**src/rtl/seg_scan_controller.sv**
```systemverilog
// rtl/seg_scan_controller.sv - four-digit hex scan driver for a common-anode 7-segment display
// Optional macro LEADING_ZERO_BLANK_EN turns off leading-zero digits (digit 0 always shows).
module seg_scan_controller #(
  parameter int DIGIT_TICKS = 50000,
  parameter int BLANK_TICKS = 500
) (
  input  logic        Clock,
  input  logic        Reset,
  input  logic        Enable,
  input  logic [15:0] ValueIn,
  input  logic        Load,
  output logic [3:0]  DigitEn,
  output logic [6:0]  Seg,
  output logic        FrameDone,
  output logic        UpdatePending
);

  localparam int MaxTicks = (DIGIT_TICKS > BLANK_TICKS) ? DIGIT_TICKS : BLANK_TICKS;
  localparam int CntW = $clog2(MaxTicks + 1);
  localparam logic [CntW-1:0] DigitLast = CntW'(DIGIT_TICKS - 1);
  localparam logic [CntW-1:0] BlankLast = CntW'(BLANK_TICKS - 1);

  typedef enum logic {Blank, Show} ScanState;

  ScanState        state;
  logic [CntW-1:0] tickCnt;
  logic [1:0]      index;
  logic [15:0]     staging;
  logic [15:0]     shadow;

  function automatic logic [6:0] hexSegs(input logic [3:0] nib);
    case (nib)
      4'h0: hexSegs = 7'b1111110;
      4'h1: hexSegs = 7'b0110000;
      4'h2: hexSegs = 7'b1101101;
      4'h3: hexSegs = 7'b1111001;
      4'h4: hexSegs = 7'b0110011;
      4'h5: hexSegs = 7'b1011011;
      4'h6: hexSegs = 7'b1011111;
      4'h7: hexSegs = 7'b1110000;
      4'h8: hexSegs = 7'b1111111;
      4'h9: hexSegs = 7'b1111011;
      4'hA: hexSegs = 7'b1110111;
      4'hB: hexSegs = 7'b0011111;
      4'hC: hexSegs = 7'b1001110;
      4'hD: hexSegs = 7'b0111101;
      4'hE: hexSegs = 7'b1001111;
      default: hexSegs = 7'b1000111;
    endcase
  endfunction

  // Active-low segment pattern for digit idx of val.
  function automatic logic [6:0] digitSegs(input logic [15:0] val, input logic [1:0] idx);
    logic [15:0] upper;
    upper = val >> {idx, 2'b00};
    digitSegs = ~hexSegs(upper[3:0]);
`ifdef LEADING_ZERO_BLANK_EN
    if (idx != 2'd0 && upper == 16'h0000) digitSegs = 7'b1111111;
`endif
  endfunction

  function automatic logic [3:0] digitSelect(input logic [1:0] idx);
    digitSelect = 4'b1111;
    digitSelect[idx] = 1'b0;
  endfunction

  always_ff @(posedge Clock or posedge Reset) begin
    if (Reset) begin
      state         <= Blank;
      tickCnt       <= '0;
      index         <= 2'd0;
      staging       <= 16'h0000;
      shadow        <= 16'h0000;
      DigitEn       <= 4'b1111;
      Seg           <= 7'b1111111;
      FrameDone     <= 1'b0;
      UpdatePending <= 1'b0;
    end else begin
      FrameDone <= 1'b0;
      if (!Enable) begin
        state   <= Blank;
        tickCnt <= '0;
        index   <= 2'd0;
        DigitEn <= 4'b1111;
        Seg     <= 7'b1111111;
      end else begin
        case (state)
          Blank: begin
            if (tickCnt == BlankLast) begin
              state   <= Show;
              tickCnt <= '0;
              DigitEn <= digitSelect(index);
              Seg     <= digitSegs(shadow, index);
            end else begin
              tickCnt <= tickCnt + CntW'(1);
            end
          end
          Show: begin
            if (tickCnt == DigitLast) begin
              state   <= Blank;
              tickCnt <= '0;
              index   <= index + 2'd1;
              DigitEn <= 4'b1111;
              Seg     <= 7'b1111111;
              // Shadow only moves between frames, so a frame never mixes two values.
              if (index == 2'd3) begin
                FrameDone <= 1'b1;
                if (UpdatePending) begin
                  shadow        <= staging;
                  UpdatePending <= 1'b0;
                end
              end
            end else begin
              tickCnt <= tickCnt + CntW'(1);
            end
          end
          default: state <= Blank;
        endcase
      end
      // A load on the commit edge overrides the clear above and stays pending.
      if (Load) begin
        staging       <= ValueIn;
        UpdatePending <= 1'b1;
      end
    end
  end

endmodule

```
**config.mk**
```make
export PLATFORM = sky130hd
export DESIGN_NAME = seg_scan_controller
export DESIGN_NICKNAME = d
export VERILOG_FILES = /design/src/rtl/seg_scan_controller.sv
export SDC_FILE = /design/constraint.sdc
export NUM_CORES = 1
export LEC_CHECK = 0
export CAP_MARGIN = 0
export CORE_AREA = 10 10 129 96
export DETAILED_ROUTE_END_ITERATION = 7
export DIE_AREA = 0 0 139 106
export SYNTH_ARGS = -nofsm -noshare
export SYNTH_HDL_FRONTEND = slang
export SYNTH_SLANG_ARGS = --single-unit
```
**constraint.sdc**
```tcl
create_clock -name Clock -period 3.4 [get_ports Clock]
set_clock_uncertainty 0.15 [all_clocks]
set_input_delay 0.68 -clock Clock [delete_from_list [all_inputs] [get_ports Clock]]
set_output_delay 0.68 -clock Clock [all_outputs]
set_load 0.03 [all_outputs]
```
clock_wires.png
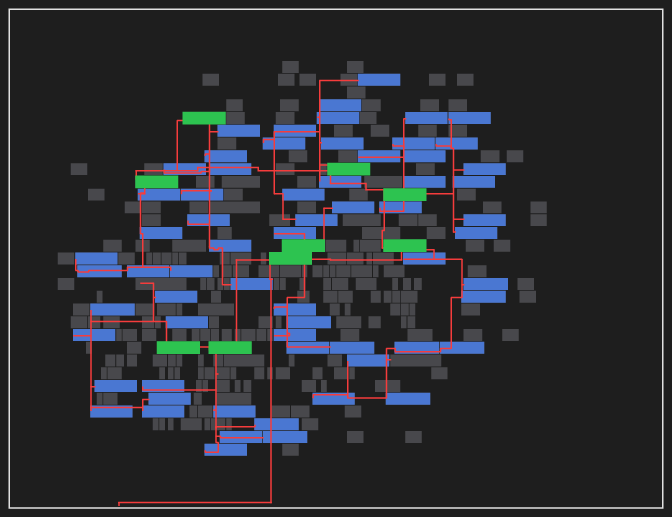
blue -> flip-flops  # count 64
green -> clock-net drivers  # count 9
red -> clock wires  # length 820 um
routed clock nets = 10
P_clk: 0.00104 W
clock share of power: 52.4%
clk latency late pin: 0.32 ns

sizing.png
Scale bar: 50 um.
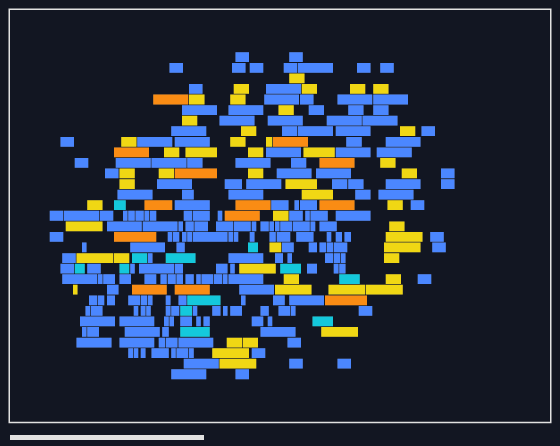
blue -> x1 and smaller  # cells 213, share 74%
orange -> x6 and larger  # cells 13, share 4.5%
yellow -> x2  # cells 49, share 17%
cyan -> x3 and x4  # cells 12, share 4.2%

clock_nets.png
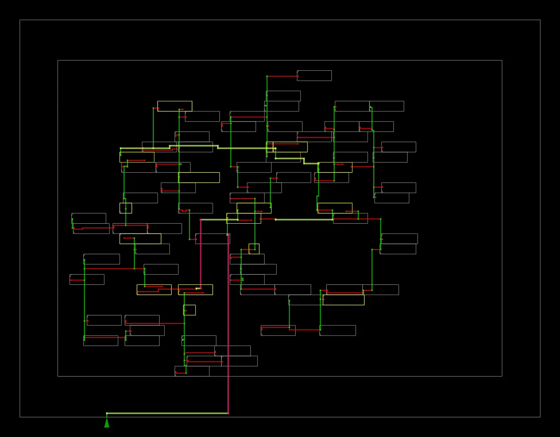
flip-flops: 64
cts bufs inserted: 9
clock buffers: 9

==> results.yml <==
# physical design summary
global_routing:
  grt-ovfl-total: 0
  grt_pass1_wl_um: 10300
  grt_start_max_net_pins: 65
  first_global_vias: 2025
  antenna_found_initial: 0
  grt_usage_pct: 8.52
run_status:
  status: "finished clean"
yosys:
  yosysChipArea_sq_mm: 0.00312
  synth.area.top_cells: "dfrtp_1, mux2_2, dfstp_2"
  synth-edff-count: 0
  synth_area_sq_mm: 0.00312
  async_flop_share_pct: 100
  yosys_cells: 246
  top_area_cell: "dfrtp_1"
timing:
  period_needed_ns: 2.63
  fin_crit_sh_pct: 77.3
  fmax_mhz: 380
  drv_slew: 0
  max_slew_margin_pct: 48.3
critical_path:
  cp_slowest_cell: "mux4_2"
  cpPeakStageDelay_ns: 0.64
  crit_type: "reg -> reg"
  cp_max_fo: 8
  worstPathArrival_ns: 2.73
  end_kind: "flip-flop"
job:
  warnings: 34
place:
  hpwlAfterDp_um: 4320
  globalplace.congestion: 0.817
  portBuffers: 32
drt:
  ant_nets: 0
  drtIter0Drc: 73
  routedWlPerCell_um: 14.3
  finalWirelength_um: 5980
power_and_ir_drop:
  leakage_nw: 1.70
  p_total_w: 0.00199
  swShare_pct: 20.4
  p_seq_share_pct: 41.1
die:
  initCoreUtil_pct: 31.2
  die_y_um: 106
  chip_area_sq_mm: 0.0147
cts:
  clkTransAtPathRegs_ns: 0.05
layout:
  areaGrowthSynthToFinish_pct: 25.0
[cell type report]
class,count,share of cell area (%)
clock buffers,9,5.78
clock inverters,7,3.08
inverters,9,0.867
multi-input cells,164,36.0
flip-flops and latches,64,41.4
well taps,132,4.24
repair buffers,34,8.60
[metrics by stage]
stage | worst slack (ns) | instance area, sq um | util, %
2_1_floorplan | 0.963 | 3120 | -
3_3_place_gp | 0.779 | 3550 | 35.5
3_5_place_dp | 0.756 | 3550 | 35.5
4_1_cts | 0.730 | 3900 | 38.9
5_1_grt | 0.613 | 3900 | 38.9
6_report | 0.770 | 3900 | 38.9
[power groups by stage]
stage	logic [W]	clock network, W	registers [W]
after floorplan	0.0000646	0	0.000842
after global placement	0.000131	0	0.000829
after detailed placement	0.000133	0	0.000830
after CTS	0.000133	0.00107	0.000817
after global routing	0.000142	0.00111	0.000820
final	0.000129	0.00104	0.000816
[registers in the layout (all words and copies together) (netlist names)]
| signal | flops |
|---|---|
| staging | 16 |
| tickCnt | 16 |
| FrameDone | 1 |
| index | 2 |
| DigitEn | 4 |
| Seg | 7 |
| state | 1 |
| shadow | 16 |
| UpdatePending | 1 |
[layout by cell type (no fill, tap or decap), types with 2 or more instances in the layout]
master,netlist,final
dfrtp_1,53,53
clkdlybuf4s50_1,0,32
mux2_2,31,31
nor2_1,25,25
nand2_1,15,15
dfstp_2,11,11
ha_1,11,11
mux2_1,10,10
clkbuf_16,0,9
xnor2_1,8,8
inv_1,9,8
xor2_1,8,8
nand3_1,6,6
o21ai_0,5,5
nand4_1,4,4
and3_1,4,4
mux4_2,4,4
a21oi_1,4,4
and2_1,3,3
mux2_4,3,3
mux2i_1,3,3
bufinv_16,0,3
nor3_1,2,2
a31oi_1,2,2
nand2b_1,2,2
nor2b_1,2,2
o221ai_1,2,2
clkinv_4,0,2
buf_4,0,2
[critical path: cells and delay by family (launching register included)]
family          cells  cell delay, ns
mux                 2            0.92
flops               1            0.60
simple gates        2            0.54
fa+ha+maj           1            0.27
compound gates      1            0.08
[worst paths after layout]
check,slack (ns),to,from,depth (start not counted)
setup / recovery,0.77,Seg[6],index[0],6
hold / removal,0.34,shadow[3],shadow[3],1
setup reg to reg,0.77,Seg[6],index[0],6
hold reg to reg,0.34,shadow[3],shadow[3],1
max in group asynchronous,1.83,shadow[12],Reset,3
min in group asynchronous,0.76,tickCnt[5],Reset,3
[routing by layer]
| layer | wire length, um | track usage, % | vias up |
|---|---|---|---|
| met4 | 65 | 3.34 | 0 |
| met2 | 2630 | 12.5 | 31 |
| met5 | 0 | 0 | - |
| met3 | 209 | 2.80 | 4 |
| met1 | 3070 | 11.3 | 941 |
| li1 | - | - | 928 |
[cells by family after synthesis]
| logic type | Yosys count | share of synthesized area [%] |
|---|---|---|
| adders and majority gates | 11 | 4.41 |
| and+or+nand+nor | 70 | 12.3 |
| DFF | 64 | 51.8 |
| xor gates and xnor gates | 16 | 4.49 |
| buffers and inverters | 18 | 3.21 |
| muxes | 51 | 20.1 |
| AOI/OAI and AO/OA | 16 | 3.65 |
Power and IR drop assume default switching activity.
